[config.mk]
export PLATFORM = sky130hd
export DESIGN_NAME = calc_secuenciador_flat
export DESIGN_NICKNAME = d
export VERILOG_FILES = /design/src/rtl/calc_secuenciador_if.sv /design/src/rtl/calc_secuenciador.sv /design/src/flat_wrapper.sv
export SDC_FILE = /design/constraint.sdc
export NUM_CORES = 1
export LEC_CHECK = 0
export CAP_MARGIN = 10
export CORE_UTILIZATION = 45
export CTS_CLUSTER_DIAMETER = 30
export DETAILED_ROUTE_END_ITERATION = 7
export HOLD_SLACK_MARGIN = 0.02
export PLACE_DENSITY = 0.67
export SYNTH_ARGS = -nofsm -noshare
export SYNTH_HDL_FRONTEND = slang
export SYNTH_SLANG_ARGS = --single-unit
export TNS_END_PERCENT = 1
[constraint.sdc]
create_clock -name CLK_100MHz -period 6.05 [get_ports CLK_100MHz]
set_input_delay 1.5125 -clock CLK_100MHz [delete_from_list [all_inputs] [get_ports CLK_100MHz]]
set_output_delay 1.5125 -clock CLK_100MHz [all_outputs]
set_load 0.02 [all_outputs]
[src/rtl/calc_secuenciador_if.sv]
// Board-side bundle of the calculator sequencer:
// switches, buttons, datapath result and the driven outputs.
interface calc_secuenciador_if;
  logic [4:0]  sw;
  logic        btn_enter;
  logic        btn_clear;
  logic [11:0] result;
  logic [4:0]  a;
  logic [4:0]  b;
  logic [2:0]  sel0;
  logic [11:0] res_q;
  logic [2:0]  estado;
  logic        done;
  logic        err;

  modport master (
    output sw, btn_enter, btn_clear, result,
    input  a, b, sel0, res_q, estado, done, err
  );

  modport slave (
    input  sw, btn_enter, btn_clear, result,
    output a, b, sel0, res_q, estado, done, err
  );
endinterface

[src/rtl/calc_secuenciador.sv]
// Operand-entry sequencer for the 5-bit calculator:
// button debounce, A/B/op entry, settle wait and result latch.
module calc_secuenciador #(
  parameter int DEB_CYCLES = 1000000,
  parameter int SETTLE     = 2
) (
  input  logic CLK_100MHz,
  input  logic RST_n,
  calc_secuenciador_if.slave bus
);

  localparam int CW = (DEB_CYCLES > 1) ? $clog2(DEB_CYCLES) : 1;
  localparam logic [CW-1:0] CNT_MAX = CW'(DEB_CYCLES - 1);
  localparam logic [3:0] SCNT_LAST = 4'(SETTLE - 1);

  typedef enum logic [2:0] {
    CARGA_A  = 3'd0,
    CARGA_B  = 3'd1,
    CARGA_OP = 3'd2,
    CALC     = 3'd3,
    MOSTRAR  = 3'd4
  } state_t;

  logic [4:0]    r_sw_s1;
  logic [4:0]    r_sw_s2;
  logic [1:0]    r_btn_s1;
  logic [1:0]    r_btn_s2;
  logic [1:0]    r_lvl;
  logic [1:0]    r_lvl_d;
  logic [CW-1:0] r_cnt_e;
  logic [CW-1:0] r_cnt_c;

  state_t        r_state;
  logic [4:0]    r_a;
  logic [4:0]    r_b;
  logic [2:0]    r_sel;
  logic [11:0]   r_res;
  logic          r_err;
  logic          r_done;
  logic [3:0]    r_scnt;

  state_t        w_state_nxt;
  logic [4:0]    w_a_nxt;
  logic [4:0]    w_b_nxt;
  logic [2:0]    w_sel_nxt;
  logic [11:0]   w_res_nxt;
  logic          w_err_nxt;
  logic          w_done_nxt;
  logic [3:0]    w_scnt_nxt;

  logic          w_enter_p;
  logic          w_clear_p;

  // Synchronize switches/buttons; debounce each button level
  always_ff @(posedge CLK_100MHz or negedge RST_n) begin
    if (!RST_n) begin
      r_sw_s1  <= '0;
      r_sw_s2  <= '0;
      r_btn_s1 <= '0;
      r_btn_s2 <= '0;
      r_lvl    <= '0;
      r_lvl_d  <= '0;
      r_cnt_e  <= '0;
      r_cnt_c  <= '0;
    end else begin
      r_sw_s1  <= bus.sw;
      r_sw_s2  <= r_sw_s1;
      r_btn_s1 <= {bus.btn_clear, bus.btn_enter};
      r_btn_s2 <= r_btn_s1;
      r_lvl_d  <= r_lvl;
      if (r_btn_s2[0] == r_lvl[0]) begin
        r_cnt_e <= '0;
      end else if (r_cnt_e == CNT_MAX) begin
        r_lvl[0] <= r_btn_s2[0];
        r_cnt_e  <= '0;
      end else begin
        r_cnt_e <= r_cnt_e + 1'b1;
      end
      if (r_btn_s2[1] == r_lvl[1]) begin
        r_cnt_c <= '0;
      end else if (r_cnt_c == CNT_MAX) begin
        r_lvl[1] <= r_btn_s2[1];
        r_cnt_c  <= '0;
      end else begin
        r_cnt_c <= r_cnt_c + 1'b1;
      end
    end
  end

  assign w_enter_p = r_lvl[0] & ~r_lvl_d[0];
  assign w_clear_p = r_lvl[1] & ~r_lvl_d[1];

  // State and datapath register bank
  always_ff @(posedge CLK_100MHz or negedge RST_n) begin
    if (!RST_n) begin
      r_state <= CARGA_A;
      r_a     <= '0;
      r_b     <= '0;
      r_sel   <= 3'b111;
      r_res   <= '0;
      r_err   <= 1'b0;
      r_done  <= 1'b0;
      r_scnt  <= '0;
    end else begin
      r_state <= w_state_nxt;
      r_a     <= w_a_nxt;
      r_b     <= w_b_nxt;
      r_sel   <= w_sel_nxt;
      r_res   <= w_res_nxt;
      r_err   <= w_err_nxt;
      r_done  <= w_done_nxt;
      r_scnt  <= w_scnt_nxt;
    end
  end

  // Next-state and register updates; clear wins over enter
  always_comb begin
    w_state_nxt = r_state;
    w_a_nxt     = r_a;
    w_b_nxt     = r_b;
    w_sel_nxt   = r_sel;
    w_res_nxt   = r_res;
    w_err_nxt   = r_err;
    w_done_nxt  = 1'b0;
    w_scnt_nxt  = '0;
    if (w_clear_p) begin
      w_state_nxt = CARGA_A;
      w_a_nxt     = '0;
      w_b_nxt     = '0;
      w_sel_nxt   = 3'b111;
      w_res_nxt   = '0;
      w_err_nxt   = 1'b0;
    end else begin
      case (r_state)
        CARGA_A: begin
          if (w_enter_p) begin
            w_a_nxt     = r_sw_s2;
            w_state_nxt = CARGA_B;
          end
        end
        CARGA_B: begin
          if (w_enter_p) begin
            w_b_nxt     = r_sw_s2;
            w_state_nxt = CARGA_OP;
          end
        end
        CARGA_OP: begin
          if (w_enter_p) begin
            if (r_sw_s2[2:0] == 3'd7) begin
              w_err_nxt = 1'b1;
            end else begin
              w_sel_nxt   = ~r_sw_s2[2:0];
              w_err_nxt   = 1'b0;
              w_state_nxt = CALC;
            end
          end
        end
        CALC: begin
          if (r_scnt == SCNT_LAST) begin
            w_res_nxt   = bus.result;
            w_done_nxt  = 1'b1;
            w_state_nxt = MOSTRAR;
          end else begin
            w_scnt_nxt = r_scnt + 1'b1;
          end
        end
        MOSTRAR: begin
          if (w_enter_p) begin
            w_state_nxt = CARGA_A;
          end
        end
        default: begin
          w_state_nxt = CARGA_A;
        end
      endcase
    end
  end

  assign bus.a      = r_a;
  assign bus.b      = r_b;
  assign bus.sel0   = r_sel;
  assign bus.res_q  = r_res;
  assign bus.estado = r_state;
  assign bus.done   = r_done;
  assign bus.err    = r_err;

endmodule
[src/flat_wrapper.sv]
// flat-port wrapper written by rule: the top's interface ports become plain ports
module calc_secuenciador_flat 
#(
  parameter int DEB_CYCLES = 1000000,
  parameter int SETTLE     = 2
)
  (CLK_100MHz, RST_n, bus_sw, bus_btn_enter, bus_btn_clear, bus_result, bus_a, bus_b, bus_sel0, bus_res_q, bus_estado, bus_done, bus_err);
  calc_secuenciador_if bus_i ();
  input  logic CLK_100MHz;
  input  logic RST_n;
  input wire logic [$bits(bus_i.sw)-1:0] bus_sw;
  input wire logic [$bits(bus_i.btn_enter)-1:0] bus_btn_enter;
  input wire logic [$bits(bus_i.btn_clear)-1:0] bus_btn_clear;
  input wire logic [$bits(bus_i.result)-1:0] bus_result;
  output wire logic [$bits(bus_i.a)-1:0] bus_a;
  output wire logic [$bits(bus_i.b)-1:0] bus_b;
  output wire logic [$bits(bus_i.sel0)-1:0] bus_sel0;
  output wire logic [$bits(bus_i.res_q)-1:0] bus_res_q;
  output wire logic [$bits(bus_i.estado)-1:0] bus_estado;
  output wire logic [$bits(bus_i.done)-1:0] bus_done;
  output wire logic [$bits(bus_i.err)-1:0] bus_err;
  assign bus_i.sw = bus_sw;
  assign bus_i.btn_enter = bus_btn_enter;
  assign bus_i.btn_clear = bus_btn_clear;
  assign bus_i.result = bus_result;
  assign bus_a = bus_i.a;
  assign bus_b = bus_i.b;
  assign bus_sel0 = bus_i.sel0;
  assign bus_res_q = bus_i.res_q;
  assign bus_estado = bus_i.estado;
  assign bus_done = bus_i.done;
  assign bus_err = bus_i.err;
  calc_secuenciador #(.DEB_CYCLES(DEB_CYCLES), .SETTLE(SETTLE)) u_core (.CLK_100MHz(CLK_100MHz), .RST_n(RST_n), .bus(bus_i));
endmodule
==> changes_impl.md, run 1 <==
### Changed

* Min-Delay Endpoint: u_core.r_sw_s2[4]
* Data arrival time of the worst path at between 1.5 and 2 ns
* Top cells excl fill/tap: dfrtp_1 (89), nor2_1 (50), clkdlybuf4s50_1 (49)
* Top area cell types: dfrtp_1 (56%), nor2_1 (4.7%), nand3_1 (3.5%)
* Top cells by count, synth: dfrtp_1 (89), nor2_1 (50), nand3_1 (28)
* Number of cells in Yosys stat at 374
* Cells after DPL at 519
* P per Cell Area at roughly 230 nW/um^2
* Final Max Tran Viols at 0
* CP startpoint kind: flop
* Met3 wire len at 338 um
* Vias at 2,889
* CTS Buf Count at 9
* Hold crit path type: flop to flop
* Reg2reg path depth at 5
* Post-synth cell types at 44
* Latency at later pin at roughly 0.36 ns
* CP Cell Sequence: clkdlybuf4s50_1
* Net Count, Synth at between 300 and 400
* Post-CTS Setup Inserts at 0
* Initial antenna violation count at 0
* Area growth syn-to-layout at 19.9%
* Die Y-Extent at between 90 and 100 um
* Min Tclk post-route at 3.03 ns
* Top routing layer in use: met4
* Buf+Inv Stages, Crit Path at 1
* Avg WL per Cell at 14.0 um
* Placer Congestion at 0.866
* Max frequency at 330 MHz
* Leakage power at approximately 0.0020 uW
* Deepest clock path buffer count at 2
* Die width at roughly 96 um
* Met2 routed WL at ~3500 um
* First-pass GRT wire length at 12,500 um
* Synth Instances at 374
* Worst hold start: u_core.r_sw_s1[4]
* Actual slew at the worst max-slew pin at around 1.1 ns
* Register area share after synthesis at 0.581
* Slew headroom at 0.267
* Yosys Chip Area at 3970 um^2
* Clock sink count at approximately 90
* Num rows at 33
* RSZ-0062 raised after global routing: no
* Ys flops at 92
* Vias in the first global route at 2,665
* Total Routing Usage GR at 0.180
* CP delay by family, top: buffers and inverters
* Reg clk slew, reported paths at about 0.09 ns
* Synth top cell by count: dfrtp_1
* Reg2reg end: u_core.r_cnt_e[2]
* FFs w/ async S/R, synth at 1.00
* Layout cells sized above 1 at 0.0791
* Max rail drop VDD at approximately 130 uV
* Synth warn at 0
* Worst R2R Setup Slack at about 3.4 ns
* Clk_skew at roughly 0.011 ns
* Data required, critical path at 4.54 ns
* Final period util at 0.501
* Post-synth top area share at 0.561
* Status: completed
* Crit path kind: flop to output port
* CTS tree: done
* Hold depth at 0
* Largest net degree at the start of global routing at 63
* Final Hold Vio Count at 0
* CP peak stage delay at between 0.6 and 0.7 ns
* GR peak layer: met2
* Area leader, netlist: dfrtp_1
* Worst r2r src: u_core.r_cnt_e[12]
* Die Area at 9200 um^2
* Antenna Nets Post-Route at 0
* CP max stage cell: clkdlybuf4s50_1
* MaxCap Viol Count at 0
* Nets@finish at between 400 and 500
* Area of the mapped netlist at 3970 um^2
* Grt met2 use at 0.283
* Tool warnings at 27
* Htree depth at 3
* Top_reg_cell synth: dfrtp_1
* Average cell area after synthesis at 10.6 um^2
* Antenna Cells at 0
* Met1 usage at 0.242
* Overflow after GRT at 0
* Resized cells post-CTS at 0
* DRT met1 WL at roughly 3500 um
* Number of enable flip-flop cells at 0
* DP HPWL at between 5000 and 6000 um
* DR iter-0 viols at 154
-- run 1: worst max path at each step --
| stage | endpoint | depth (start not counted) | from |
|---|---|---|---|
| floorplan | bus_sel0[0] | 0 | u_core.bus.sel0[0] |
| global placement | bus_estado[1] | 1 | u_core.bus.estado[1] |
| detailed placement | bus_estado[1] | 1 | u_core.bus.estado[1] |
| CTS | bus_estado[1] | 1 | u_core.bus.estado[1] |
| global route | bus_estado[1] | 1 | u_core.bus.estado[1] |
| finish | bus_estado[1] | 1 | u_core.bus.estado[1] |
-- run 1: per-stage QoR --
step            util  instance area, um^2  power (uW)  hold slack [ns]  setup WS, ns
3_3_place_gp   0.545                 4560         702            0.334          3.42
3_5_place_dp   0.545                 4560         704            0.335          3.40
6_report       0.568                 4760        1100            0.349          3.02
2_1_floorplan      -                 3970         665            0.331          3.98
4_1_cts        0.568                 4760        1110            0.354          3.01
5_1_grt        0.568                 4760        1140            0.357          2.96
-- run 1: power breakdown --
| part | total [uW] | internal [uW] | switching [uW] | leakage, uW |
|---|---|---|---|---|
| sequential | 635 | 626 | 8.47 | 0.00121 |
| clock | 408 | 202 | 206 | 0.000100 |
| combinational | 54.9 | 25.1 | 29.8 | 0.000717 |
| total | 1100 | 854 | 244 | 0.00203 |
-- run 1: cell families after synthesis --
logic type                 synth area share
AOI/OAI and AO/OA                    0.0678
xor gates and xnor gates             0.0596
adders and majority gates            0.0126
buffers and inverters                0.0281
DFF                                   0.581
muxes                                0.0385
and+or+nand+nor                       0.212
-- run 1: area by class of cell --
class / count / area (um^2)
clock buffer: 12 / 145
inverter: 12 / 45.0
sequential: 92 / 2310
clock inverter: 4 / 48.8
timing repair buffer: 54 / 528
multi-input combinational: 256 / 1550
tap: 105 / 131
fill: 743 / 3620
Run 1, cell area per tile:
The die is cut into 10 by 10 equal tiles; black is low, pale yellow is high, 0 to 100% covered.
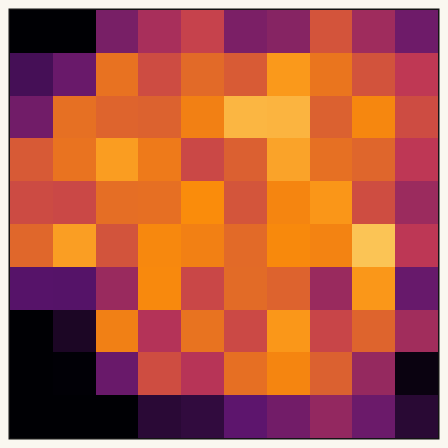
densest ninth of the die: middle
emptiest ninth of the die: bottom left
tiles over 75% full: 11%
fullest tile: 87%
nearly empty tiles: 8.0%
mean over tiles: 50%
core area: 8380 um^2
post-layout util: 0.568
Init Core Util: 0.474

Run 1, selected gate families:
The bar under the picture is 20 um long.
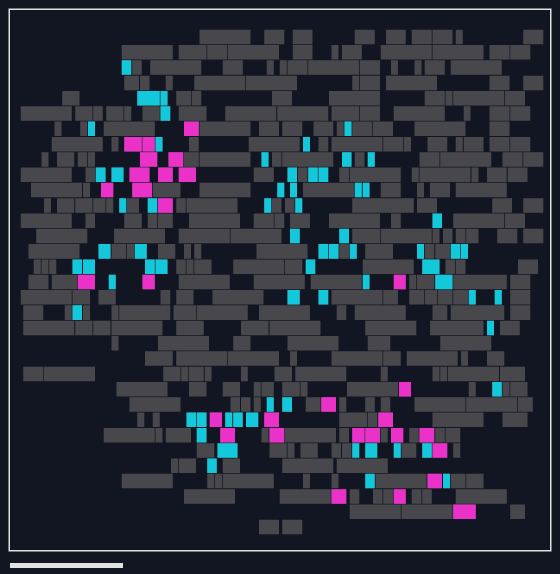
[and/or cells] magenta | cells: 30
[nand cells] cyan | cells: 67
Non-Filler Instances: 535
Top cell excl fill/tap: dfrtp_1

Run 1, nets reached from selected ports:
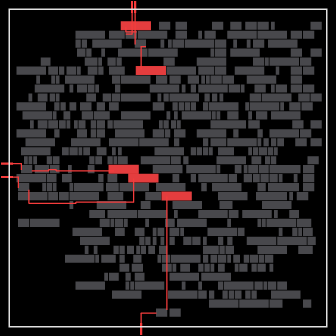
[`bus_sw`] red | bits: 5 | direction: input | edge: 2 left, 2 top, 1 bottom | end cells: 5 | wire: 153 um
IO Pins: 51
Port Buffers: 50

--- run 2 (diff from run 1) ---
==> constraint.sdc (replaced) <==
create_clock -name CLK_100MHz -period 2.8 [get_ports CLK_100MHz]
set_input_delay 0.7 -clock CLK_100MHz [delete_from_list [all_inputs] [get_ports CLK_100MHz]]
set_output_delay 0.7 -clock CLK_100MHz [all_outputs]
set_load 0.02 [all_outputs]
Run 2, selected gate families:
The bar under the picture is 20 um long.
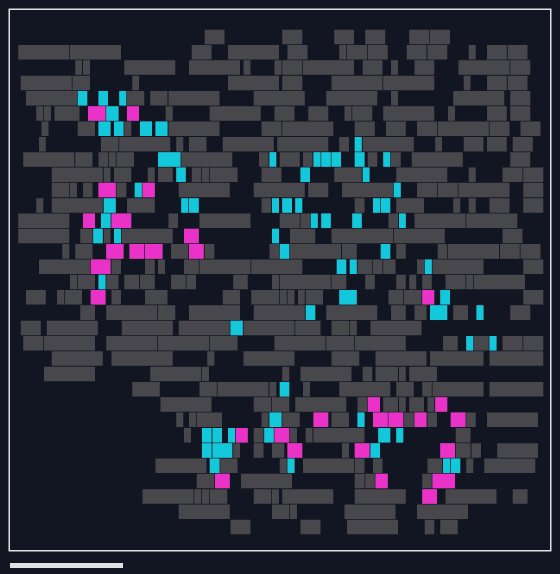
[and/or cells] magenta | cells: 30
[nand cells] cyan | cells: 67
Non-Filler Instances: 537
fraction of area in multi-input gates: 0.323

==> run 2 against run 1 <==
  * Combinational power is 120% higher
  * Synthesized cell count did not move
  * Global-route usage grew 0.35 points
  * Core utilization increased by 0.64 points
  * Critical path type unchanged
  * Critical endpoint unchanged
  * Highest routed layer unchanged
==> changes_impl.md, run 2 <==
### Changed

* FFs w/ async S/R, synth at 1.00
* Die Area at 9200 um^2
* IO Pins at 51
* P per Cell Area at 503 nW/um^2
* Antenna Nets Post-Route at 0
* Resized cells post-CTS at 0
* Area growth syn-to-layout at 21.2%
* Pwr Total at 2420 uW
* Final Hold Vio Count at 0
* Setup ws final at ~0.56 ns
* Clk_skew at 0.0119 ns
* Vias at 2,864
* Met2 routed WL at 3720 um
* First-pass GRT wire length at 12,800 um
* Antenna Cells at 0
* Num rows at 33
* Tool warnings at 27
* Core area at 8380 um^2
* DRT met1 WL at 3310 um
* CTS Buf Count at 9
* Post-CTS Setup Inserts at 0
* Status: completed
* Avg WL per Cell at 13.9 um
* Synth top cell by count: dfrtp_1
* Ys flops at 92
* Leakage power at around 0.0021 uW
* WHS at 0.299 ns
* CP peak stage delay at 0.67 ns
* Number of enable flip-flop cells at 0
* Port Buffers at 50
* Cells after DPL at 523
* Top_reg_cell synth: dfrtp_1
* Largest net degree at the start of global routing at 57
* Post-synth cell types at around 44
* Initial antenna violation count at 0
* Total Routing Usage GR at 0.183
* Crit path kind: flop to output port
* Init Core Util at 0.474
* CP startpoint kind: flop
* Top routing layer in use: met4
* DP HPWL at ~5300 um
* Slew headroom at 0.641
* Area of the mapped netlist at 3970 um^2
* Post-synth top area share at 0.561
* Clock sink count at approximately 92
* CP max stage cell: clkdlybuf4s50_1
* Average cell area after synthesis at 10.6 um^2
* Grt met2 use at 0.308
* Post-layout util at 0.574
* Reg clk slew, reported paths at ~0.08 ns
* DR iter-0 viols at between 100 and 150
* Die width at 95.9 um
* Buf+Inv Stages, Crit Path at 1
* CTS tree: done
* Actual slew at the worst max-slew pin at 0.537 ns
* Met3 wire len at 353 um
* Max rail drop VDD at between 300 and 400 uV
* Final period util at 0.798
* Comb pwr share at 0.050
* P_int at around 1900 uW
* Clock network power share at 0.383
* Synth warn at 0
* GR peak layer: met2
* Top area cell types: dfrtp_1 (56%), nor2_1 (4.7%), nand3_1 (3.5%)
* Post-route cell area at 4810 um^2
* Placer Congestion at roughly 0.83
* Psw at about 490 uW
* Nets@finish at 454
* Synth Instances at 374
Run 2, nets reached from selected ports:
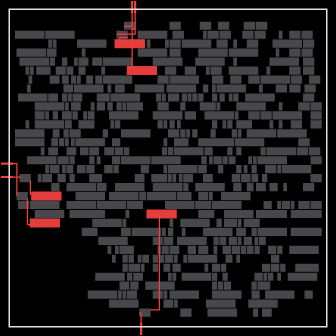
[`bus_sw`] red | bits: 5 | direction: input | edge: 2 left, 2 top, 1 bottom | end cells: 5 | wire: 105 um

[run 2: cell counts after synthesis]
No cell type changed its count.
[run 2: worst paths after layout]
| check | start | end | slack, ns | depth (start not counted) |
|---|---|---|---|---|
| max in group asynchronous | RST_n | u_core.r_sw_s1[0] | 1.86 | 2 |
| worst max register to register | u_core.r_cnt_e[0] | u_core.r_cnt_e[18] | 0.67 | 5 |
| worst min register to register | u_core.r_btn_s1[1] | u_core.r_btn_s2[1] | 0.35 | 0 |
| worst max-delay path | u_core.bus.estado[1] | bus_estado[1] | 0.56 | 1 |
| worst min-delay path | RST_n | u_core.r_cnt_e[17] | 0.30 | 1 |
| min in group CLK_100MHz | u_core.r_btn_s1[1] | u_core.r_btn_s2[1] | 0.35 | 0 |
[run 2: cell type report]
class	instances	area (um^2)	share of cell area
Clock buffer	12	145	0.0302
Clock inverter	2	60.1	0.0125
Inverter	12	45.0	0.00936
Multi-Input combinational cell	256	1550	0.323
Sequential cell	92	2310	0.479
Tap cell	105	131	0.0273
Timing Repair Buffer	58	571	0.119
[run 2: cells by family (layout without fill, tap and decap cells)]
family          Yosys count  count (layout)  share of synthesized area
compound gates           46              46                     0.0678
xor+xnor                 27              27                     0.0596
fa+ha+maj                 4               4                     0.0126
buf+inv                  26              84                     0.0281
flops                    92              92                      0.581
mux                      15              15                     0.0385
simple gates            164             164                      0.212
[run 2: power by group through the flow]
| stage | combinational, uW | sequential [uW] | clock, uW |
|---|---|---|---|
| 2_1_floorplan | 30.1 | 1410 | 0 |
| 4_1_cts | 126 | 1370 | 963 |
| 5_1_grt | 138 | 1380 | 1010 |
| 3_3_place_gp | 123 | 1400 | 0 |
| 3_5_place_dp | 125 | 1400 | 0 |
| 6_report | 121 | 1370 | 928 |
Power and IR drop assume default switching activity.
